`src/rtl/ram_bist_ctrl.sv`:
```
// ram_bist_ctrl - March C- built-in self-test initiator for a single-port
// synchronous RAM (registered read data, one-cycle read latency).
//
// March sequence (N = 2**ADDR_W, "0" = all zeros, "1" = all ones):
//   E0 asc  w0 | E1 asc  r0,w1 | E2 asc  r1,w0
//   E3 desc r0,w1 | E4 desc r1,w0 | E5 desc r0
// E0 takes one cycle per address; E1..E5 take two cycles per address
// (RD issues the read, CMP checks the returned data and issues the write).
// A fault-free run keeps busy high for exactly 11*N cycles.
//
// Ports:
//   clk        rising-edge clock
//   rst_n      synchronous active-low reset
//   start      begin a test (sampled only in IDLE)
//   busy       high while the march sequence runs
//   done       one-cycle pulse at the end of a test
//   pass       result of the last completed test, held until next start
//   fail_addr  address of the first miscompare
//   fail_data  data read at the first miscompare
//   mem_addr   RAM address
//   mem_wdata  RAM write data
//   mem_we     RAM write enable (low = read cycle)
//   mem_rdata  RAM read data, valid the cycle after a read
//   err_count  (RAM_BIST_ERR_CNT_EN only) saturating miscompare count
//
// Build option RAM_BIST_ERR_CNT_EN: when defined, adds err_count and the
// test no longer stops at the first miscompare; the write in a failing CMP
// cycle still happens so the march runs to completion.

module ram_bist_ctrl #(
    parameter int ADDR_W = 8,
    parameter int DATA_W = 8
) (
    input  logic              clk,
    input  logic              rst_n,
    input  logic              start,
    output logic              busy,
    output logic              done,
    output logic              pass,
    output logic [ADDR_W-1:0] fail_addr,
    output logic [DATA_W-1:0] fail_data,
    output logic [ADDR_W-1:0] mem_addr,
    output logic [DATA_W-1:0] mem_wdata,
    output logic              mem_we,
    input  logic [DATA_W-1:0] mem_rdata
`ifdef RAM_BIST_ERR_CNT_EN
    ,
    output logic [15:0]       err_count
`endif
);

    typedef enum logic [2:0] {
        S_IDLE = 3'd0,
        S_M0   = 3'd1,
        S_RD   = 3'd2,
        S_CMP  = 3'd3,
        S_DONE = 3'd4
    } state_t;

    localparam logic [ADDR_W-1:0] ADDR_ZERO = {ADDR_W{1'b0}};
    localparam logic [ADDR_W-1:0] ADDR_MAX  = {ADDR_W{1'b1}};
    localparam logic [ADDR_W-1:0] ADDR_ONE  = {{(ADDR_W-1){1'b0}}, 1'b1};
    localparam logic [DATA_W-1:0] BG_ZERO   = {DATA_W{1'b0}};
    localparam logic [DATA_W-1:0] BG_ONE    = {DATA_W{1'b1}};

`ifdef RAM_BIST_ERR_CNT_EN
    localparam logic STOP_ON_FAIL = 1'b0;
`else
    localparam logic STOP_ON_FAIL = 1'b1;
`endif

    state_t            state_r, state_nx;
    logic [ADDR_W-1:0] addr_r, addr_nx;
    logic [2:0]        elem_r, elem_nx;   // march element index 0..5
    logic              busy_r, done_r, pass_r, fail_seen_r;
    logic [ADDR_W-1:0] fail_addr_r;
    logic [DATA_W-1:0] fail_data_r;

    logic              desc_s, last_addr_s, miscmp_s;
    logic [DATA_W-1:0] exp_bg_s, new_bg_s;
    logic              mem_we_s;
    logic [DATA_W-1:0] mem_wdata_s;

    // Element decode: direction, expected/new background, boundary and compare
    always_comb begin
        desc_s      = (elem_r >= 3'd3);
        exp_bg_s    = ((elem_r == 3'd2) || (elem_r == 3'd4)) ? BG_ONE : BG_ZERO;
        new_bg_s    = ((elem_r == 3'd1) || (elem_r == 3'd3)) ? BG_ONE : BG_ZERO;
        last_addr_s = desc_s ? (addr_r == ADDR_ZERO) : (addr_r == ADDR_MAX);
        miscmp_s    = (state_r == S_CMP) && (mem_rdata != exp_bg_s);
    end

    // Next-state, next-address and next-element logic
    always_comb begin
        state_nx = state_r;
        addr_nx  = addr_r;
        elem_nx  = elem_r;
        case (state_r)
            S_IDLE: begin
                if (start) begin
                    state_nx = S_M0;
                    addr_nx  = ADDR_ZERO;
                    elem_nx  = 3'd0;
                end else begin
                    state_nx = S_IDLE;
                end
            end
            S_M0: begin
                if (addr_r == ADDR_MAX) begin
                    state_nx = S_RD;
                    addr_nx  = ADDR_ZERO;
                    elem_nx  = 3'd1;
                end else begin
                    addr_nx  = addr_r + ADDR_ONE;
                end
            end
            S_RD: begin
                state_nx = S_CMP;
            end
            S_CMP: begin
                if (miscmp_s && STOP_ON_FAIL) begin
                    // Abort at the first failure; address stays on the failing cell
                    state_nx = S_DONE;
                end else if (last_addr_s) begin
                    if (elem_r == 3'd5) begin
                        state_nx = S_DONE;
                    end else begin
                        state_nx = S_RD;
                        elem_nx  = elem_r + 3'd1;
                        // E3..E5 are descending and start from the top address
                        addr_nx  = (elem_r >= 3'd2) ? ADDR_MAX : ADDR_ZERO;
                    end
                end else begin
                    state_nx = S_RD;
                    addr_nx  = desc_s ? (addr_r - ADDR_ONE) : (addr_r + ADDR_ONE);
                end
            end
            S_DONE: begin
                state_nx = S_IDLE;
                addr_nx  = ADDR_ZERO;
                elem_nx  = 3'd0;
            end
            default: begin
                state_nx = S_IDLE;
                addr_nx  = ADDR_ZERO;
                elem_nx  = 3'd0;
            end
        endcase
    end

    // State, address and element registers plus registered busy/done
    always_ff @(posedge clk) begin
        if (!rst_n) begin
            state_r <= S_IDLE;
            addr_r  <= ADDR_ZERO;
            elem_r  <= 3'd0;
            busy_r  <= 1'b0;
            done_r  <= 1'b0;
        end else begin
            state_r <= state_nx;
            addr_r  <= addr_nx;
            elem_r  <= elem_nx;
            busy_r  <= (state_nx == S_M0) || (state_nx == S_RD) || (state_nx == S_CMP);
            done_r  <= (state_nx == S_DONE);
        end
    end

    // RAM port drive; the CMP write is gated by the same-cycle compare result
    always_comb begin
        mem_we_s    = 1'b0;
        mem_wdata_s = BG_ZERO;
        case (state_r)
            S_M0: begin
                mem_we_s    = 1'b1;
                mem_wdata_s = BG_ZERO;
            end
            S_CMP: begin
                mem_we_s    = (elem_r != 3'd5) && !(miscmp_s && STOP_ON_FAIL);
                mem_wdata_s = new_bg_s;
            end
            default: begin
                mem_we_s    = 1'b0;
                mem_wdata_s = BG_ZERO;
            end
        endcase
    end

    // Result capture: first-failure address/data and the pass flag
    always_ff @(posedge clk) begin
        if (!rst_n) begin
            pass_r      <= 1'b0;
            fail_seen_r <= 1'b0;
            fail_addr_r <= ADDR_ZERO;
            fail_data_r <= BG_ZERO;
        end else if ((state_r == S_IDLE) && start) begin
            pass_r      <= 1'b0;
            fail_seen_r <= 1'b0;
            fail_addr_r <= ADDR_ZERO;
            fail_data_r <= BG_ZERO;
        end else begin
            if (miscmp_s && !fail_seen_r) begin
                fail_seen_r <= 1'b1;
                fail_addr_r <= addr_r;
                fail_data_r <= mem_rdata;
            end
            if ((state_r == S_CMP) && (state_nx == S_DONE)) begin
                pass_r <= !(fail_seen_r || miscmp_s);
            end
        end
    end

`ifdef RAM_BIST_ERR_CNT_EN
    logic [15:0] err_cnt_r;

    // Saturating miscompare counter, cleared when a test starts
    always_ff @(posedge clk) begin
        if (!rst_n) begin
            err_cnt_r <= 16'd0;
        end else if ((state_r == S_IDLE) && start) begin
            err_cnt_r <= 16'd0;
        end else if (miscmp_s && (err_cnt_r != 16'hFFFF)) begin
            err_cnt_r <= err_cnt_r + 16'd1;
        end
    end

    assign err_count = err_cnt_r;
`endif

    assign busy      = busy_r;
    assign done      = done_r;
    assign pass      = pass_r;
    assign fail_addr = fail_addr_r;
    assign fail_data = fail_data_r;
    assign mem_addr  = addr_r;
    assign mem_wdata = mem_wdata_s;
    assign mem_we    = mem_we_s;

endmodule

```
`config.mk`:
```
export PLATFORM = sky130hd
export DESIGN_NAME = ram_bist_ctrl
export DESIGN_NICKNAME = d
export VERILOG_FILES = /design/src/rtl/ram_bist_ctrl.sv
export SDC_FILE = /design/constraint.sdc
export NUM_CORES = 1
export LEC_CHECK = 0
export CAP_MARGIN = 20
export CORE_ASPECT_RATIO = 0.9
export CORE_MARGIN = 2
export CORE_UTILIZATION = 35
export CTS_BUF_LIST = sky130_fd_sc_hd__clkbuf_8
export CTS_CLUSTER_DIAMETER = 200
export DETAILED_ROUTE_END_ITERATION = 8
export PLACE_DENSITY = 0.66
export SYNTH_ARGS = -nofsm -noshare
export SYNTH_HDL_FRONTEND = slang
export SYNTH_SLANG_ARGS = --single-unit
```
`constraint.sdc`:
```
create_clock -name clk -period 2.36 [get_ports clk]
set_input_delay 0.472 -clock clk [delete_from_list [all_inputs] [get_ports clk]]
set_output_delay 0.472 -clock clk [all_outputs]
set_load 0.03 [all_outputs]
```
**Run 1: zoomed window**

Region (30, 26) to (60, 56) µm. Cells in grey, sequential cells in the stronger grey; small squares are vias.
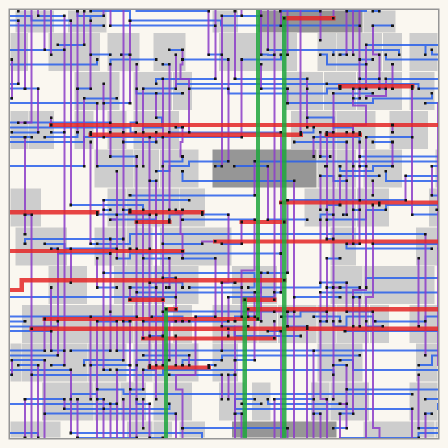
Green stands for metal 4. Blue stands for metal 1. Red stands for metal 3. Purple stands for metal 2.
Netlist names of flops here include mem_addr (1), state_r (1). Most frequent: buf_4 (13), nor2_1 (7), nand2_1 (6). Sequential cells in the window: 2. 80 logic cells have their middle in the window.

**Run 1: logic cells by family**

(4 px per µm)
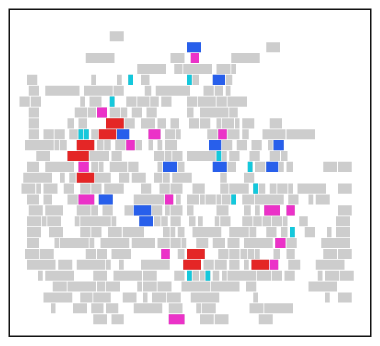
Blue stands for AND-OR and OR-AND gates, cells 11, where centre. Red stands for adder and majority cells, cells 8, most used ha_1. Magenta stands for AND and OR gates, cells 14, most used or4_1. Cyan stands for inverters, cells 12, most used inv_1.
combinational share of cell area: 46.4%
Commonest Layout Cell: buf_4
final cell count without fillers: 440

==> results.cfg, run 1 <==
; generated from flow reports
[routing]
wl_mm = 6.94
met3WireLength_um = 473
met2RoutedLength_mm = 3.27
top_signal_layer_used = met4
drt_first_pass_iters = 4
wire_per_inst_um = 15.8
drtIter0Drc = 202

[sta]
setup_viol_count_final = 0
fin_tns_setup_ns = 0
maxSlewHeadroom_pct = 63.9
timing.final.crit_share_pct = 98.6
max_slew.worst_pin.slew_ns = 0.539
timing.hold.ws_ns = 0.461
final.setup_skew_ns = 0.00490
post-route-min-period_ns = 2.33
rsz_0062_raised_after_global_routing = true

[synthesis]
yosys_cells = 280
synthMuxAreaShare_pct = 8.22
netlist_top_cells_area = dfxtp_1, mux2i_1, nor2_1
simple_gate_share_pct = 26.5
ys_seq_elements = 34
synthDominantCellAreaShare_pct = 29.2
synth.lib_cells_used.distinct = 65
yosys-stat-area_um2 = 2330
yosys.cell_count.top_type = dfxtp_1
yosysWarningCount = 0
post_synth_top_flop = dfxtp_1
synth-edff-count = 0
ys_sh_aoi_pct = 21.7
synth.yosys.seq_area_share_pct = 29.2
async_flop_share_pct = 0
post_synth_fa_ha_maj_area_fraction_pct = 4.30
synthDominantAreaCellType = dfxtp_1

[worst_setup_path]
timing.reg2reg.worst_path_depth = 8
cp-endpoint = mem_we
r2r_setup_slack_ns = 0.17
worstSetupEndpointType = output pin
crit_path_max_fanout = 9
crit_path_top_delay_cell = dfxtp_4
crit_path_start_kind = flop
launch_point_of_the_worst_reg_to_reg_path = mem_addr[1]
worstReg2RegEnd = mem_addr[3]
critical_path.top_delay_family = flip-flops
path_depth = 8
path_buffers = 3

[clocking]
cts-buffers-inserted = 5
path_clk_slew_ns = 0.07
clk_root_buffer_cell = clkbuf_8
clock_sink_count = 34
cts_hold_repair.buffers = 0
clock_tree_from_tritoncts = done
cts.path.max_buffers = 2
insertion_delay_ns = 0.29
cts.repair_timing.setup_buffer_count = 5

[finish]
largestClassByArea = logic gates
post_route_cells_drive_above_1_share_pct = 24.6
comb_area_um2 = 1480
register_area_um2 = 688
buffer_area_share_pct = 24.1
final_cell_area_um2 = 3180
syn_to_final_growth_pct = 36.4
nFillCells = 668
comb.multi_input.count = 207
clock_tree_area_fraction_pct = 2.88
mostFrequentLayoutCells = buf_4, nor2_1, dfxtp_1

[pwr]
p_sw_share_pct = 27.4
p_clk_w = 0.000463
largestPowerGroup = sequential cells
cell_internal_pwr_w = 0.000882
highest_ir_drop_seen_on_vdd_mv = 0.243
power_frac_clock_pct = 38.2
comb-power_w = 0.000167
net-switching-power_w = 0.000332
power_frac_seq_pct = 48.1

[global_route]
gr-total-overflow = 0
first_global_vias = 2374
largest_net_degree_at_the_start_of_global_routing = 19
antenna_violations_before_repair = 0
global_route.usage.met3_pct = 3.71

[placed_design]
post-dp-hpwl_mm = 5.13
pre_cts_slack_ns = -0.233
io_buffer_count = 46
place_congestion = 0.896

[worst_hold_path]
hold_path.startpoint = pass
whs_path_depth = 2
min_delay_worst_endpoint = pass

[die]
die_y_um = 81.4
chipWidth_um = 90.0
floorplan.io_pins = 47

[run]
tool_warnings = 32

[outcome]
run_status = finished clean
**Run 1: cell outlines without signal wires**

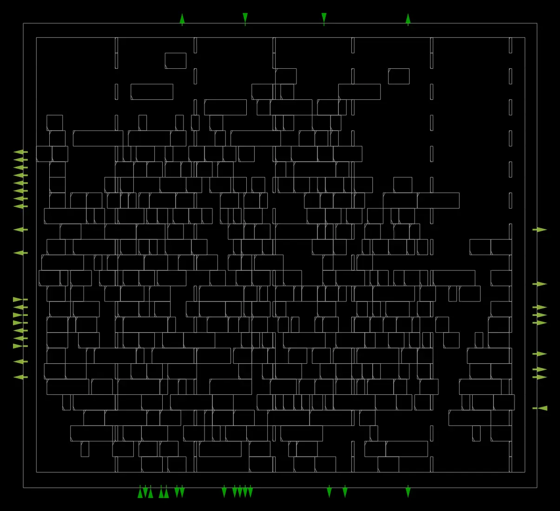
Placement Rows: 28
proportion of cell area occupied by registers: 21.7%
core area: 6520 µm²
FF+latch count: 34
Well-Tap Cells: 90

==> run 2, diff against run 1 <==
--- a/config.mk
+++ b/config.mk
@@ -10,7 +10,7 @@
 export CORE_MARGIN = 2
 export CORE_UTILIZATION = 35
 export CTS_BUF_LIST = sky130_fd_sc_hd__clkbuf_8
-export CTS_CLUSTER_DIAMETER = 200
+export CTS_CLUSTER_DIAMETER = 150
 export DETAILED_ROUTE_END_ITERATION = 8
 export PLACE_DENSITY = 0.66
 export SYNTH_ARGS = -nofsm -noshare
**Run 2: logic cells by family**

(4 px per µm)
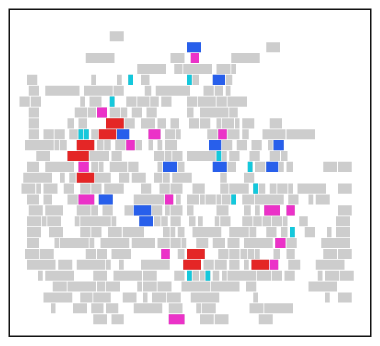
Cyan stands for inverters, cells 12, most used inv_1. Blue stands for AND-OR and OR-AND gates, cells 11, where centre. Magenta stands for AND and OR gates, cells 14, most used or4_1. Red stands for adder and majority cells, cells 8, most used ha_1.

==> run 2 against run 1 <==
Against the previous run:
- synthesized cell count stayed put
- core utilization unchanged
- via count stayed put
- wire length stayed put
- critical path type unchanged
- critical endpoint unchanged
- highest routed layer unchanged
- global-route usage did not move
- combinational power hardly changed
- cell area stayed put
- count of clock-buffer cells in the layout unchanged
- sequential share of layout area is the same
- maximum frequency unchanged
- total power stayed put
- sequential power barely moved
- largest cell class unchanged
==> results.cfg, run 2 <==
; generated from flow reports
[synthesis]
synth.lib_cells_used.distinct = 65
synthDominantCellAreaShare_pct = 29.2
synthDominantAreaCellType = dfxtp_1
ys_seq_elements = 34
yosys_cells = 280
post_synth_top_flop = dfxtp_1
synth.yosys.seq_area_share_pct = 29.2
async_flop_share_pct = 0
yosysWarningCount = 0
yosys.cell_count.top_type = dfxtp_1
yosys-stat-area_um2 = 2330
netlist_top_cells_count = dfxtp_1, nor2_1, mux2i_1, nand2_1, inv_1
synth.comb.largest_family = simple AND/OR/NAND/NOR gates
synth-edff-count = 0
ys_sh_aoi_pct = 21.7
netlist_top_cells_area = dfxtp_1, mux2i_1, nor2_1
simple_gate_share_pct = 26.5
post_synth_fa_ha_maj_area_fraction_pct = 4.30
synthMuxAreaShare_pct = 8.22

[finish]
post_route_cells_drive_above_1_share_pct = 24.6
non_clock_inverter_count = 12
design.final.nets = 368
flops = 34
largestClassByArea = logic gates
syn_to_final_growth_pct = 36.4
seqAreaFraction_pct = 21.7
nNonClkBuffers = 89
comb.multi_input.count = 207
register_area_um2 = 688
clock_tree_area_fraction_pct = 2.88
comb_share_pct = 46.4
final_layout_top_logic_cell = buf_4
mostFrequentLayoutCells = buf_4, nor2_1, dfxtp_1
comb_area_um2 = 1480
final_cell_area_um2 = 3180
antenna_cells_inserted = 0
buffer_area_share_pct = 24.1
final_cell_count_no_fill = 440

[sta]
final.setup_skew_ns = 0.00490
fin_tns_setup_ns = 0
post-route-min-period_ns = 2.33
max_slew.worst_pin.slew_ns = 0.539
timing.hold.ws_ns = 0.461
timing.final.crit_share_pct = 98.6
setup_viol_count_final = 0
final_max_slew_viol_count = 0
maxSlewHeadroom_pct = 63.9
rsz_0062_raised_after_global_routing = true

[placed_design]
place_congestion = 0.896
pre_cts_slack_ns = -0.233
io_buffer_count = 46
dpl-instance-area_um2 = 3020
post-dp-hpwl_mm = 5.13

[worst_setup_path]
timing.critical_path.slowest_cell_delay_ns = 0.40
timing.reg2reg.worst_path_depth = 8
path_buffers = 3
worstSetupPathType = flop to output pin
cp_cell_instances = inv_1 > ha_1 > mux2i_2 > buf_4 > nor3_2 > o21ai_0 > a21oi_1 > buf_4
worstSetupEndpointType = output pin
launch_point_of_the_worst_reg_to_reg_path = mem_addr[1]
crit_path_max_fanout = 9
critical_path.top_delay_family = flip-flops
crit_path_start_kind = flop
r2r_setup_slack_ns = 0.17
worstReg2RegEnd = mem_addr[3]
path_depth = 8
cp-endpoint = mem_we
crit_path_top_delay_cell = dfxtp_4

[pwr]
power_per_cell_area_nw_per_um2 = 382
highest_ir_drop_seen_on_vdd_mv = 0.243
p_clk_w = 0.000463
p_sw_share_pct = 27.4
largestPowerGroup = sequential cells
total_power_w = 0.00121
net-switching-power_w = 0.000332
comb-power_w = 0.000167
power_frac_clock_pct = 38.2
cell_internal_pwr_w = 0.000882
power_frac_seq_pct = 48.1

[routing]
top_signal_layer_used = met4
wire_per_inst_um = 15.8
drt_first_pass_iters = 4
wl_mm = 6.94
drtIter0Drc = 202
met2RoutedLength_mm = 3.27
drt-met1-wl_mm = 3.06
met3WireLength_um = 473

[global_route]
wire_length_of_the_first_global_routing_pass_mm = 11.7
antenna_violations_before_repair = 0
largest_net_degree_at_the_start_of_global_routing = 19
first_global_vias = 2374
global_route.usage.met3_pct = 3.71
gr-total-overflow = 0

[die]
die_outline_area_um2 = 7320
coreArea_um2 = 6520
placement_rows = 28
chipWidth_um = 90.0
die_y_um = 81.4
taps = 90
floorplan.io_pins = 47

[clocking]
cts-buffers-inserted = 5
clock_tree_from_tritoncts = done
cts.path.max_buffers = 2
cts_hold_repair.buffers = 0
clk_root_buffer_cell = clkbuf_8
cts.repair_timing.setup_buffer_count = 5
path_clk_slew_ns = 0.07
clock_sink_count = 34
insertion_delay_ns = 0.29

[outcome]
run_status = finished clean

[worst_hold_path]
min_delay_worst_endpoint = pass
hold_path.startpoint = pass
whs_path_depth = 2

[run]
tool_warnings = 32
**Run 2: cell outlines without signal wires**

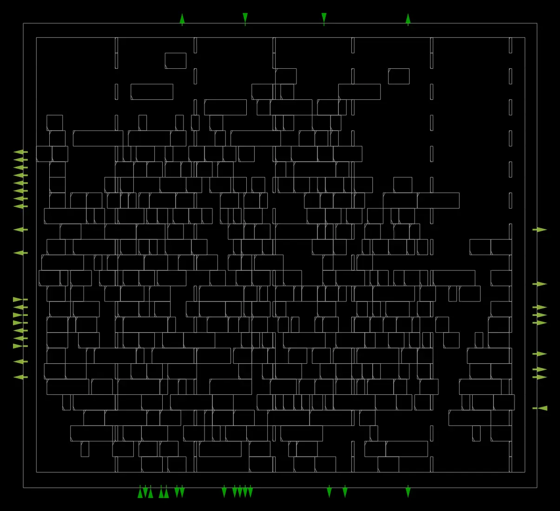
fill count: 668
Finished Core Util: 48.8%

Power figures rest on the tool's default switching activity, not on a simulated workload.
